$ cat src/rtl/fifo_grey_pkg.sv
// Shared helpers for the async-FIFO pointer logic: Gray/binary conversion,
// pointer-width helpers and elaboration-time parameter checks.
package fifo_grey_pkg;

  localparam int MAX_W         = 32;
  localparam int DEFAULT_DEPTH = 8;
  localparam int ADDR_W        = $clog2(DEFAULT_DEPTH);
  localparam int PTR_W         = ADDR_W + 1;

  function automatic int addr_w_of(input int depth);
    return $clog2(depth);
  endfunction

  function automatic int ptr_w_of(input int depth);
    return $clog2(depth) + 1;
  endfunction

  function automatic logic [MAX_W-1:0] bin2grey(input logic [MAX_W-1:0] b, input int width);
    logic [MAX_W-1:0] m;
    m = (width >= MAX_W) ? {MAX_W{1'b1}} : ((MAX_W'(1) << width) - MAX_W'(1));
    return (b & m) ^ ((b & m) >> 1);
  endfunction

  // Bits at or above width are forced to zero so the top bit of the pointer
  // starts the prefix-XOR chain.
  function automatic logic [MAX_W-1:0] grey2bin(input logic [MAX_W-1:0] g, input int width);
    logic [MAX_W-1:0] b;
    b = '0;
    b[MAX_W-1] = (width >= MAX_W) ? g[MAX_W-1] : 1'b0;
    for (int i = MAX_W - 2; i >= 0; i--) begin
      b[i] = (i < width) ? (b[i+1] ^ g[i]) : 1'b0;
    end
    return b;
  endfunction

  function automatic bit thresholds_ok(input int depth, input int af_th, input int ae_th);
    return (ae_th > 0) && (ae_th < af_th) && (af_th <= depth);
  endfunction

  function automatic bit depth_ok(input int depth);
    return (depth >= 4) && ((depth & (depth - 1)) == 0);
  endfunction

endpackage

$ cat src/rtl/fifo_grey_ptr_sync_status_sync.sv
// Plain reset-to-zero flop chain used to bring a Gray pointer across clock domains.
module grey_sync_chain #(
  parameter int WIDTH  = 4,
  parameter int STAGES = 2
) (
  input  logic             clk,
  input  logic             reset,
  input  logic [WIDTH-1:0] d,
  output logic [WIDTH-1:0] q
);

  logic [WIDTH-1:0] stage_r [STAGES];

  // Shift the remote pointer through the synchroniser stages.
  always_ff @(posedge clk) begin
    if (!reset) begin
      for (int i = 0; i < STAGES; i++) begin
        stage_r[i] <= '0;
      end
    end else begin
      stage_r[0] <= d;
      for (int i = 1; i < STAGES; i++) begin
        stage_r[i] <= stage_r[i-1];
      end
    end
  end

  assign q = stage_r[STAGES-1];

endmodule

$ cat src/rtl/fifo_grey_ptr_sync_status.sv
// Async-FIFO status block: synchronises the remote Gray pointer and produces
// registered level, full/empty, almost flags and a sticky pointer-error flag.
module fifo_grey_ptr_sync_status
  import fifo_grey_pkg::*;
#(
  parameter int FIFO_DEPTH      = 8,
  parameter int SYNC_STAGES     = 2,
  parameter int LOCAL_IS_WRITE  = 1,
  parameter int ALMOST_FULL_TH  = FIFO_DEPTH - 2,
  parameter int ALMOST_EMPTY_TH = 2,
  localparam int PW             = $clog2(FIFO_DEPTH) + 1
) (
  input  logic          clk,
  input  logic          reset,
  input  logic [PW-1:0] local_ptr_next,
  input  logic [PW-1:0] remote_ptr,
  output logic [PW-1:0] remote_ptr_sync,
  output logic [PW-1:0] level,
  output logic          full,
  output logic          empty,
  output logic          almost_full,
  output logic          almost_empty,
  output logic          ptr_error
);

  localparam logic [PW-1:0] DEPTH_V = PW'(FIFO_DEPTH);
  localparam logic [PW-1:0] AF_V    = PW'(ALMOST_FULL_TH);
  localparam logic [PW-1:0] AE_V    = PW'(ALMOST_EMPTY_TH);

  if (!depth_ok(FIFO_DEPTH)) begin : g_bad_depth
    $fatal(1, "FIFO_DEPTH must be a power of two and at least 4");
  end
  if (SYNC_STAGES < 2) begin : g_bad_sync
    $fatal(1, "SYNC_STAGES must be at least 2");
  end
  if (!thresholds_ok(FIFO_DEPTH, ALMOST_FULL_TH, ALMOST_EMPTY_TH)) begin : g_bad_th
    $fatal(1, "need 0 < ALMOST_EMPTY_TH < ALMOST_FULL_TH <= FIFO_DEPTH");
  end

  logic [PW-1:0] local_bin_s;
  logic [PW-1:0] remote_bin_s;
  logic [PW-1:0] wr_bin_s;
  logic [PW-1:0] rd_bin_s;
  logic [PW-1:0] dist_s;

  logic [PW-1:0] level_r;
  logic          full_r;
  logic          empty_r;
  logic          almost_full_r;
  logic          almost_empty_r;
  logic          ptr_error_r;

  grey_sync_chain #(
    .WIDTH  (PW),
    .STAGES (SYNC_STAGES)
  ) u_sync (
    .clk   (clk),
    .reset (reset),
    .d     (remote_ptr),
    .q     (remote_ptr_sync)
  );

  // Occupancy distance; modulo arithmetic absorbs pointer wrap-around.
  always_comb begin
    local_bin_s  = PW'(grey2bin(MAX_W'(local_ptr_next), PW));
    remote_bin_s = PW'(grey2bin(MAX_W'(remote_ptr_sync), PW));
    if (LOCAL_IS_WRITE != 0) begin
      wr_bin_s = local_bin_s;
      rd_bin_s = remote_bin_s;
    end else begin
      wr_bin_s = remote_bin_s;
      rd_bin_s = local_bin_s;
    end
    dist_s = wr_bin_s - rd_bin_s;
  end

  // Status registers; an impossible distance freezes status and latches the error.
  always_ff @(posedge clk) begin
    if (!reset) begin
      level_r        <= '0;
      full_r         <= 1'b0;
      empty_r        <= 1'b1;
      almost_full_r  <= 1'b0;
      almost_empty_r <= 1'b1;
      ptr_error_r    <= 1'b0;
    end else if (dist_s <= DEPTH_V) begin
      level_r        <= dist_s;
      full_r         <= (dist_s == DEPTH_V);
      empty_r        <= (dist_s == '0);
      almost_full_r  <= (dist_s >= AF_V);
      almost_empty_r <= (dist_s <= AE_V);
      ptr_error_r    <= ptr_error_r;
    end else begin
      ptr_error_r    <= 1'b1;
    end
  end

  assign level        = level_r;
  assign full         = full_r;
  assign empty        = empty_r;
  assign almost_full  = almost_full_r;
  assign almost_empty = almost_empty_r;
  assign ptr_error    = ptr_error_r;

endmodule

$ cat config.mk
export PLATFORM = sky130hd
export DESIGN_NAME = fifo_grey_ptr_sync_status
export DESIGN_NICKNAME = d
export VERILOG_FILES = /design/src/rtl/fifo_grey_pkg.sv /design/src/rtl/fifo_grey_ptr_sync_status_sync.sv /design/src/rtl/fifo_grey_ptr_sync_status.sv
export SDC_FILE = /design/constraint.sdc
export NUM_CORES = 1
export LEC_CHECK = 0
export ABC_AREA = 1
export CORE_ASPECT_RATIO = 1.5
export CORE_MARGIN = 5
export CORE_UTILIZATION = 38
export CTS_CLUSTER_SIZE = 25
export DETAILED_ROUTE_END_ITERATION = 10
export PLACE_DENSITY = 0.67
export SLEW_MARGIN = 15
export SYNTH_ARGS = -nofsm -noshare
export SYNTH_HDL_FRONTEND = slang
export SYNTH_HIERARCHICAL = 1
export SYNTH_SLANG_ARGS = --single-unit
$ cat constraint.sdc
create_clock -name clk -period 2.7 [get_ports clk]
set_clock_uncertainty 0.05 [all_clocks]
set_input_delay 0.81 -clock clk [delete_from_list [all_inputs] [get_ports clk]]
set_output_delay 0.81 -clock clk [all_outputs]
set_load 0.01 [all_outputs]
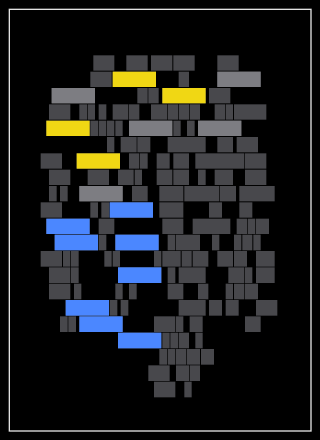
*Sequential cells grouped by signal name*
Scale: 6 px per µm. Other sequential cells in the stronger gray, the rest of the logic in the fainter gray.
Blue shows u_sync/stage_r, sequential cells 8. Yellow shows level, sequential cells 4.
Seq area share: 0.270
Sequential Area: 340 µm²

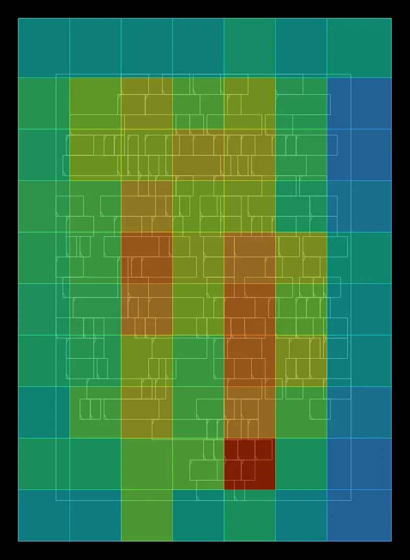
*Routing congestion map*
M1 GR Usage: 0.123
post-layout util: 0.558
met3 GRT Util: 0.0298
met2 usage: 0.187
global routing's busiest layer: met2

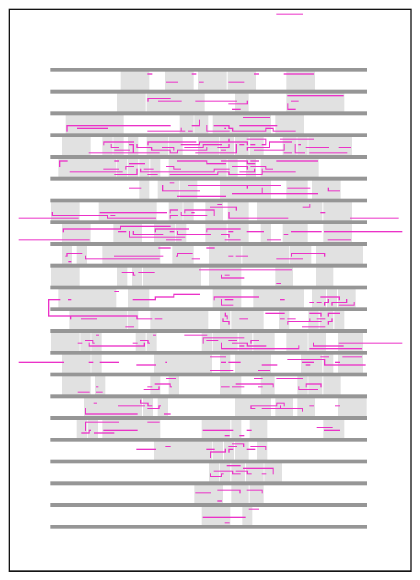
*M1 wires*
Scale: 8 px per µm. Supply wires on this layer in gray.
The layer carries 756 µm of wire. The longest straight run is 12.9 µm. The wires run mostly horizontal.
Vias: 810
Total Routed Length: 1800 µm

==> impl_metrics.yaml <==
# implementation run metrics
yosys:
  ys_cells: 117
  yosys_area_um2: 913
  xor_area_frac: 0.0384
  netlist.area_leader.share: 0.373
  synth_cell_types: 19
  yosysWarnings: 6
  syn_inst: 117
  postSynthSeqShare: 0.373
  ys_sh_simple: 0.347
  synth-adder-area-share: 0.0630
  synthTopCellsByArea: "dfxtp_1 (37%), nand2_1 (8.6%), nand3_1 (7.1%)"
hold_path:
  hp-start: "u_sync/stage_r[0][2]$_SDFF_PN0_"
finish:
  final_cell_mix: "nand2_1 (20), clkdlybuf4s50_1 (19), dfxtp_1 (17)"
  nFillCells: 235
  stdcell_area_um2: 1260
  antennaDiodeCount: 0
  lay_top_count: "nand2_1"
cts:
  path_clk_slew_ns: 0.10
  clockBufferDepth: 2
  root_buffer: "clkbuf_4"
  numCtsBuffers: 3
  htreeDepth: 1
  clkLatencyLatePin_ns: 0.27
  postCtsHoldBufs: 0
  cts_tree: "done"
  clock_sinks: 17
critical_path:
  critPathKind: "input port to flop"
  endpoint_kind: "flop"
  worstPathRequired_ns: 2.88
sta:
  setup-tns-final_ns: 0
  period_used_share: 0.951
  timing_worst_slew_pin_value_ns: 0.392
  hold_ws_ns: 0.362
  post-route-min-period_ns: 2.57
  fmax_mhz: 389
  rsz0062_at_grt: "no"
status:
  outcome: "complete, no violations"
global_route:
  grt_max_degree: 13
  grt_pass1_wl_um: 3130
  gr-total-overflow: 0
power_and_ir_drop:
  peakVddDrop_uv: 381
  pwr-share-seq: 0.409
  power.leakage_nw: 0.623
  combPwrFrac: 0.411
  power_mw: 0.730
  clockPowerShare: 0.180
floorplan:
  io_pins: 23
  fp_util: 0.404
  chipArea_um2: 3500
  die_w_um: 50.0
  num_rows: 21
placement:
  port_buffers: 22
  dp_hpwl_um: 1440
  gp_congestion: 0.789
route:
  vias_per_cell: 4.74
  drc: 0
  drt_iter0_drc: 7
  postRouteAntennaNets: 0
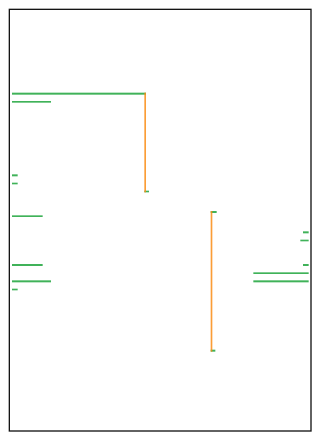
*Routed metal, one color a layer*
Scale: 6 px per µm. Only two layers are drawn.
Orange shows M4, wire length 39.4 µm. Green shows M3, wire length 67.6 µm.
global-route usage over all layers: 0.111
WL/cell: 10.5 µm

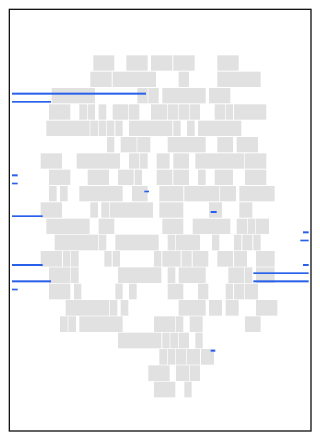
*The metal 3 layer*
Scale: 6 px per µm.
The layer holds 3.8% of the routed length. The layer carries 67.6 µm of wire. The wires run mostly horizontal.

## synthesized netlist by cell type (all sizes together)
cell type  instances
nand3             16
or2                2
buf                5
xor2               4
fa                 1
nor2               7
a21oi              5
ha                 3
o211ai             3
o211a              1
dfxtp             17
inv               19
nand2             34
## worst max-delay path: stages
cell           delay (ns)
dlygate4sd2_1        0.27
inv_2                0.08
nand2_2              0.07
nand3_2              0.08
nand2_2              0.07
xor2_2               0.14
ha_2                 0.20
fa_2                 0.35
xor2_2               0.17
buf_4                0.15
o211ai_1             0.16
nand2_1              0.07
a21oi_1              0.12
## cells by family after synthesis
group	Yosys count
AOI/OAI and AO/OA	9
xor gates and xnor gates	4
adders and majority gates	4
buffers and inverters	24
DFF	17
and+or+nand+nor	59
## sequential cells by signal, summed over array words and instances (netlist names)
register / cells
level: 4
empty: 1
almost_full: 1
full: 1
u_sync/stage_r: 8
ptr_error: 1
almost_empty: 1
## power by group through the flow
stage	Combinational (mW)	Clock [mW]	Sequential [mW]
after global routing	0.333	0.147	0.304
after CTS	0.301	0.134	0.299
after detailed placement	0.277	0	0.304
after floorplan	0.153	0	0.313
after global placement	0.274	0	0.304
final	0.300	0.132	0.299
## layer usage
metal	track usage	vias to the layer above	routed length (µm)
met2	0.187	15	938
met3	0.0298	4	67
met1	0.123	371	755
met5	0	-	0
met4	0.0554	0	39
li1	-	420	-
## final timing paths
check	to	slack, ns	depth (start not counted)
worst min register to register	u_sync/stage_r[0][6]$_SDFF_PN0_	0.36	2
worst max-delay path	almost_full$_SDFFE_PN0P_	0.13	13
worst max register to register	almost_full$_SDFFE_PN0P_	0.43	11
worst min-delay path	u_sync/stage_r[0][6]$_SDFF_PN0_	0.36	2
## final cells by class
type	count	area, µm²	share of cell area
repair buffers	32	293	0.232
clock buffers	4	26.3	0.0208
flip-flops and latches	17	340	0.270
multi-input cells	76	502	0.398
well taps	23	28.8	0.0228
inverters	19	71.3	0.0565
## repair_timing
item,CTS,global route
gates resized,10,3
hold endpoints to repair,0,0
pin swaps,3,1
setup buffers,2,0
setup endpoints to repair,9,2
## through the flow
stage               worst slack, ns  utilization
CTS                          0.0959        0.554
finish                        0.132        0.558
global route                0.00643        0.558
detailed placement           -0.652        0.528
global placement             -0.512        0.528
floorplan                    0.0399            -
Power and IR drop assume default switching activity.
